Fig. 1: sizing map
The bar under the picture is 50 microns long.
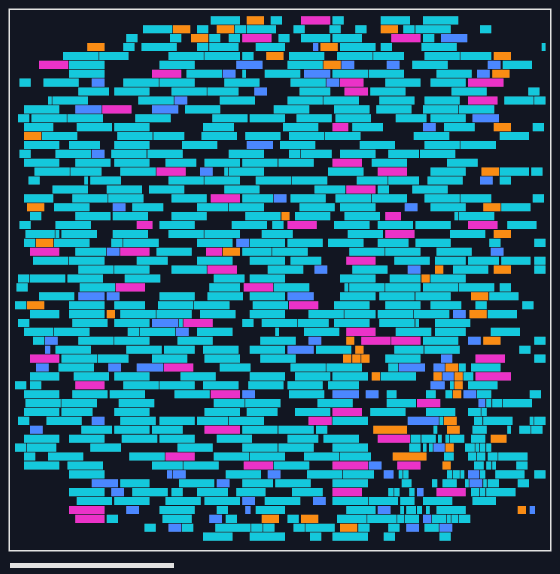
Fig. 2: nets reached from selected ports
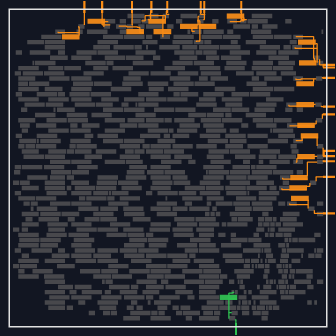
Fig. 3: clock nets
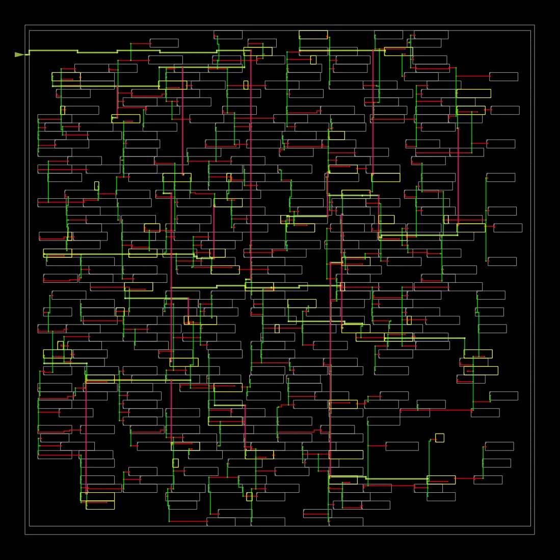
Fig. 4: sequential cells grouped by signal name
The bar under the picture is 50 microns long.
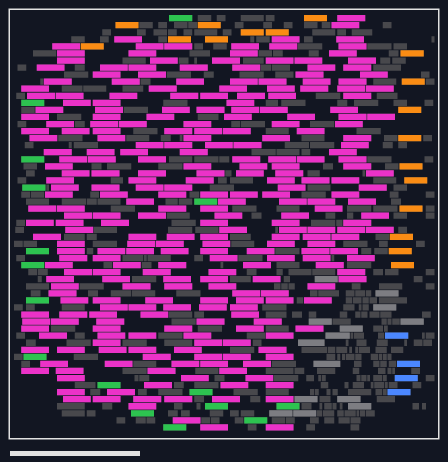
Fig. 5: routed metal, one color a layer
The bar under the picture is 50 microns long.
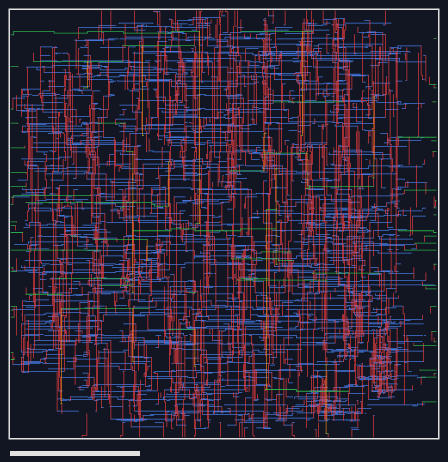
===== src/rtl/vram_pkg.sv =====
// Shared types for the host-side video SRAM write path.
package vram_pkg;

  localparam int VRAM_ADDR_W = 18;
  localparam int VRAM_DATA_W = 16;
  localparam int VRAM_BE_W   = 2;

  typedef enum logic [1:0] {
    IDLE   = 2'd0,
    SETUP  = 2'd1,
    STROBE = 2'd2,
    HOLD   = 2'd3
  } wr_state_e;

  typedef struct packed {
    logic [VRAM_ADDR_W-1:0] addr;
    logic [VRAM_DATA_W-1:0] data;
    logic [VRAM_BE_W-1:0]   be;
  } vram_wr_t;

endpackage


===== src/rtl/vram_wr_fifo.sv =====
// Single-clock write-request FIFO; storage is plain registers, only pointers
// and occupancy are reset.
module vram_wr_fifo
  import vram_pkg::*;
#(
  parameter int DEPTH = 8
) (
  input  logic                   clk_i,
  input  logic                   rst_n_i,
  input  logic                   push_i,
  input  vram_wr_t               din_i,
  input  logic                   pop_i,
  output vram_wr_t               dout_o,
  output logic [$clog2(DEPTH):0] count_o,
  output logic                   full_o,
  output logic                   empty_o,
  output logic                   avail_o
);

  localparam int PW = $clog2(DEPTH);

  vram_wr_t      mem_q [DEPTH];
  logic [PW-1:0] wr_ptr_q, wr_ptr_d;
  logic [PW-1:0] rd_ptr_q, rd_ptr_d;
  logic [PW:0]   count_q, count_d;
  logic          fresh_q;
  logic          push_ok, pop_ok;

  assign full_o  = (count_q == (PW+1)'(DEPTH));
  assign empty_o = (count_q == '0);
  assign push_ok = push_i && !full_o;
  assign pop_ok  = pop_i && !empty_o;
  assign dout_o  = mem_q[rd_ptr_q];
  assign count_o = count_q;

  // An entry written on the previous edge is not offered for popping yet.
  assign avail_o = (count_q > {{PW{1'b0}}, fresh_q});

  always_comb begin
    wr_ptr_d = wr_ptr_q;
    rd_ptr_d = rd_ptr_q;
    count_d  = count_q;
    if (push_ok) wr_ptr_d = wr_ptr_q + PW'(1);
    if (pop_ok)  rd_ptr_d = rd_ptr_q + PW'(1);
    case ({push_ok, pop_ok})
      2'b10:   count_d = count_q + (PW+1)'(1);
      2'b01:   count_d = count_q - (PW+1)'(1);
      default: count_d = count_q;
    endcase
  end

  always_ff @(posedge clk_i or negedge rst_n_i) begin
    if (!rst_n_i) begin
      wr_ptr_q <= '0;
      rd_ptr_q <= '0;
      count_q  <= '0;
      fresh_q  <= 1'b0;
    end else begin
      wr_ptr_q <= wr_ptr_d;
      rd_ptr_q <= rd_ptr_d;
      count_q  <= count_d;
      fresh_q  <= push_ok;
    end
  end

  always_ff @(posedge clk_i) begin
    if (push_ok) mem_q[wr_ptr_q] <= din_i;
  end

endmodule


===== src/rtl/vram_writer.sv =====
// Host write port into the shared video SRAM: buffers host writes and drains
// them with a setup/strobe/hold sequence while the display side leaves the bus free.
module vram_writer
  import vram_pkg::*;
#(
  parameter int DEPTH     = 8,
  parameter int WE_CYCLES = 2,
  parameter int ADDR_W    = VRAM_ADDR_W
) (
  input  logic                   clk,
  input  logic                   rst_n,
  input  logic                   wrValid,
  output logic                   wrReady,
  input  logic [ADDR_W-1:0]      wrAddr,
  input  logic [VRAM_DATA_W-1:0] wrData,
  input  logic [1:0]             wrByteEn,
  input  logic                   busFree,
  output logic                   busOwn,
  output logic [ADDR_W-1:0]      ram_addr,
  output logic [VRAM_DATA_W-1:0] ram_dout,
  output logic                   ram_ce,
  output logic                   ram_oe,
  output logic                   ram_we,
  output logic                   ram_lb,
  output logic                   ram_hb,
  output logic [$clog2(DEPTH):0] pending,
  output logic                   idle
);

  localparam int CW = (WE_CYCLES > 1) ? $clog2(WE_CYCLES) : 1;
  localparam int PW = $clog2(DEPTH);

  wr_state_e              state_q, state_d;
  logic [CW-1:0]          cnt_q, cnt_d;
  logic                   own_q, own_d;
  logic                   ce_q, ce_d;
  logic                   we_q, we_d;
  logic                   lb_q, lb_d;
  logic                   hb_q, hb_d;
  logic [ADDR_W-1:0]      addr_q, addr_d;
  logic [VRAM_DATA_W-1:0] dout_q, dout_d;

  vram_wr_t    push_ent, head;
  logic        fifo_full, fifo_empty, fifo_avail;
  logic        pop, start;
  logic [PW:0] count;

  always_comb begin
    push_ent      = '0;
    push_ent.addr = VRAM_ADDR_W'(wrAddr);
    push_ent.data = wrData;
    push_ent.be   = wrByteEn;
  end

  vram_wr_fifo #(
    .DEPTH (DEPTH)
  ) u_fifo (
    .clk_i   (clk),
    .rst_n_i (rst_n),
    .push_i  (wrValid),
    .din_i   (push_ent),
    .pop_i   (pop),
    .dout_o  (head),
    .count_o (count),
    .full_o  (fifo_full),
    .empty_o (fifo_empty),
    .avail_o (fifo_avail)
  );

  assign start = fifo_avail && busFree;

  always_comb begin
    state_d = state_q;
    cnt_d   = cnt_q;
    own_d   = own_q;
    ce_d    = ce_q;
    we_d    = we_q;
    lb_d    = lb_q;
    hb_d    = hb_q;
    addr_d  = addr_q;
    dout_d  = dout_q;
    pop     = 1'b0;

    case (state_q)
      IDLE, HOLD: begin
        if (start) begin
          pop     = 1'b1;
          addr_d  = head.addr[ADDR_W-1:0];
          dout_d  = head.data;
          hb_d    = head.be[1];
          lb_d    = head.be[0];
          ce_d    = 1'b1;
          own_d   = 1'b1;
          we_d    = 1'b0;
          state_d = SETUP;
        end else if (state_q == HOLD) begin
          ce_d    = 1'b0;
          own_d   = 1'b0;
          lb_d    = 1'b0;
          hb_d    = 1'b0;
          state_d = IDLE;
        end
      end
      SETUP: begin
        we_d    = 1'b1;
        cnt_d   = '0;
        state_d = STROBE;
      end
      STROBE: begin
        if (cnt_q == CW'(WE_CYCLES - 1)) begin
          we_d    = 1'b0;
          state_d = HOLD;
        end else begin
          cnt_d = cnt_q + CW'(1);
        end
      end
      default: state_d = IDLE;
    endcase
  end

  always_ff @(posedge clk or negedge rst_n) begin
    if (!rst_n) begin
      state_q <= IDLE;
      cnt_q   <= '0;
      own_q   <= 1'b0;
      ce_q    <= 1'b0;
      we_q    <= 1'b0;
      lb_q    <= 1'b0;
      hb_q    <= 1'b0;
      addr_q  <= '0;
      dout_q  <= '0;
    end else begin
      state_q <= state_d;
      cnt_q   <= cnt_d;
      own_q   <= own_d;
      ce_q    <= ce_d;
      we_q    <= we_d;
      lb_q    <= lb_d;
      hb_q    <= hb_d;
      addr_q  <= addr_d;
      dout_q  <= dout_d;
    end
  end

  assign wrReady  = !fifo_full;
  assign pending  = count;
  assign idle     = fifo_empty && (state_q == IDLE);
  assign busOwn   = own_q;
  assign ram_ce   = ce_q;
  assign ram_oe   = 1'b0;
  assign ram_we   = we_q;
  assign ram_lb   = lb_q;
  assign ram_hb   = hb_q;
  assign ram_addr = addr_q;
  assign ram_dout = dout_q;

endmodule


===== config.mk =====
export PLATFORM = sky130hd
export DESIGN_NAME = vram_writer
export DESIGN_NICKNAME = d
export VERILOG_FILES = /design/src/rtl/vram_pkg.sv /design/src/rtl/vram_wr_fifo.sv /design/src/rtl/vram_writer.sv
export SDC_FILE = /design/constraint.sdc
export NUM_CORES = 1
export LEC_CHECK = 0
export CAP_MARGIN = 40
export CORE_UTILIZATION = 51
export DETAILED_ROUTE_END_ITERATION = 6
export PLACE_DENSITY_LB_ADDON = 0.12
export SLEW_MARGIN = 15
export SYNTH_ARGS = -nofsm -noshare
export SYNTH_HDL_FRONTEND = slang
export SYNTH_HIERARCHICAL = 1
export SYNTH_SLANG_ARGS = --single-unit

===== constraint.sdc =====
create_clock -name clk -period 5.94 [get_ports clk]
set_input_delay 1.188 -clock clk [delete_from_list [all_inputs] [get_ports clk]]
set_output_delay 1.188 -clock clk [all_outputs]
set_load 0.02 [all_outputs]

==> impl_metrics.env <==
# flow metrics
export IMPL_die_width_microns=165
export IMPL_comb_multi_input_count=218
export IMPL_netlist_logic_family_top="multiplexers"
export IMPL_design_die_area_sq_mm=0.0272
export IMPL_multiInputGateArea_sq_mm=0.00337
export IMPL_syn_instance_count=597
export IMPL_synth_flop_count=340
export IMPL_number_of_primary_i_o_pins=86
export IMPL_gr_usage_met1_pct=25.8
export IMPL_cts_num_sinks=340
export IMPL_switching_share_pct=28.3
export IMPL_top_layer_used="met4"
export IMPL_sh_seq_area_pct=62.0
export IMPL_maximum_number_of_pins_on_one_net_before_global_route_repair=53
export IMPL_p_sw_w=0.00233
export IMPL_critPathRequiredTime_ns=6.31
export IMPL_worst_setup_path_start_kind="flop"
export IMPL_crit_path_cell_trace="inv_1 > ha_1 > o21ai_0 > nand2_2 > nor2_8 > o41ai_1 > inv_1 > ha_1 > ha_1 > or4b_2 > o311ai_0 > o211ai_1"
export IMPL_clock_fmax_mhz=288
export IMPL_proportion_of_synthesized_chip_area_in_sequential_cells_pct=73.4
export IMPL_routedLengthMet1_microns=10700
export IMPL_grtUsageTotal_pct=19.0
export IMPL_core_area_sq_mm=0.0261
export IMPL_post_detail_place_hpwl_microns=13700
export IMPL_ir_worst_vdd_uv=352
export IMPL_mostFrequentLayoutCells="288 x edfxtp_1, 83 x clkdlybuf4s50_1, 57 x mux4_1, 49 x dfrtp_1, 47 x mux2_2"
export IMPL_hold_path_end="ram_addr[5]"
export IMPL_first_global_vias=6450
export IMPL_portion_of_total_power_attributed_to_sequential_cells_pct=41.1
export IMPL_flip_flop_count_of_the_largest_register_after_layout=288
export IMPL_period_needed_ns=3.47
export IMPL_path_class="reg -> reg"
export IMPL_path_depth=12
export IMPL_h_tree_depth=2
export IMPL_final_fill_count=1804
export IMPL_finalWirelength_microns=24600
export IMPL_final_min_period_over_clock_period_pct=58.4
export IMPL_async_reset_ff_share_pct=15.3
export IMPL_reg_to_reg_startpoint="u_fifo/count_o[0]"
export IMPL_top_power_group="sequential cells"
export IMPL_wl_met3_microns=874
export IMPL_log_warning_count=29
export IMPL_grt_antenna_before_repair=0
export IMPL_dpl_cell_area_sq_mm=0.0148
export IMPL_vias=6103
export IMPL_leakagePower_nw=5.59
export IMPL_max_cap_violations=0
export IMPL_die_size_y_microns=165
export IMPL_edf_count=288
export IMPL_global_route_wire_length_before_repair_microns=37600
export IMPL_cell_int_power_w=0.00590
export IMPL_max_flop_register="u_fifo/mem_q"
export IMPL_inv_count=11
export IMPL_worstSetupStartpoint="u_fifo/count_o[0]"
export IMPL_regToRegEndpoint="u_fifo/count_o[3]"
export IMPL_buffers=103
export IMPL_clock_buffers=49
export IMPL_min_delay_path_class="reg -> reg"
export IMPL_most_frequent_cp_cell="ha_1"
export IMPL_comb_cell_share_pct=21.0
export IMPL_detailedPlace_worstSlack_ns=2.04
export IMPL_synthesized_area_fraction_occupied_by_xor_and_xnor_cells_pct=0.388
export IMPL_seqCellArea_sq_mm=0.00996
export IMPL_share_comb_of_total_power_pct=31.2
export IMPL_ys_sh_mux_pct=20.5
export IMPL_final_clk_cell_share_pct=7.55
export IMPL_crit_fanout=9
export IMPL_total_sequential_power_w=0.00339
export IMPL_met2_wirelength_microns=12600
export IMPL_cts_setup_buffers=0
export IMPL_slew_violations=0
export IMPL_non_clock_buffer_area_share_pct=6.53
export IMPL_post_route_drc_count=0
export IMPL_post_synth_cell_area_avg_sq_um=22.7
export IMPL_outcome="finished clean"
export IMPL_final_util_pct=61.6
export IMPL_ff2ff_setup_slack_ns=2.47
Notes on Fig. 1 above:
| color | size | cells |
|---|---|---|
| blue | drive 2 | 79 |
| cyan | drive 1 or less | 554 |
| magenta | drive 6 and up | 52 |
| orange | drive 3 to 4 | 50 |

Notes on Fig. 2 above:
| color | port | bits | direction | edge | end cells | buffers | wire |
|---|---|---|---|---|---|---|---|
| orange | ram_addr | 18 | output | 10 east, 8 north | 18 | 18 | 381 microns |
| green | busOwn | 1 | output | south | 1 | 1 | 25.2 microns |

Notes on Fig. 3 above:
power in the clock group: 0.00227 W
Clock Skews: 0.0136 ns
number of buffers created by CTS: 35

Notes on Fig. 4 above:
| color | name in the netlist | sequential cells |
|---|---|---|
| orange | ram_addr | 18 |
| blue | u_fifo/count_o | 4 |
| magenta | u_fifo/mem_q | 288 |
| green | ram_dout | 16 |
not colored: 14

Notes on Fig. 5 above:
| color | layer | wire length |
|---|---|---|
| red | met2 | 12600 microns |
| blue | met1 | 10700 microns |
| green | met3 | 875 microns |
| orange | met4 | 502 microns |

No activity file was given, so power comes from the tool's default toggle rates.
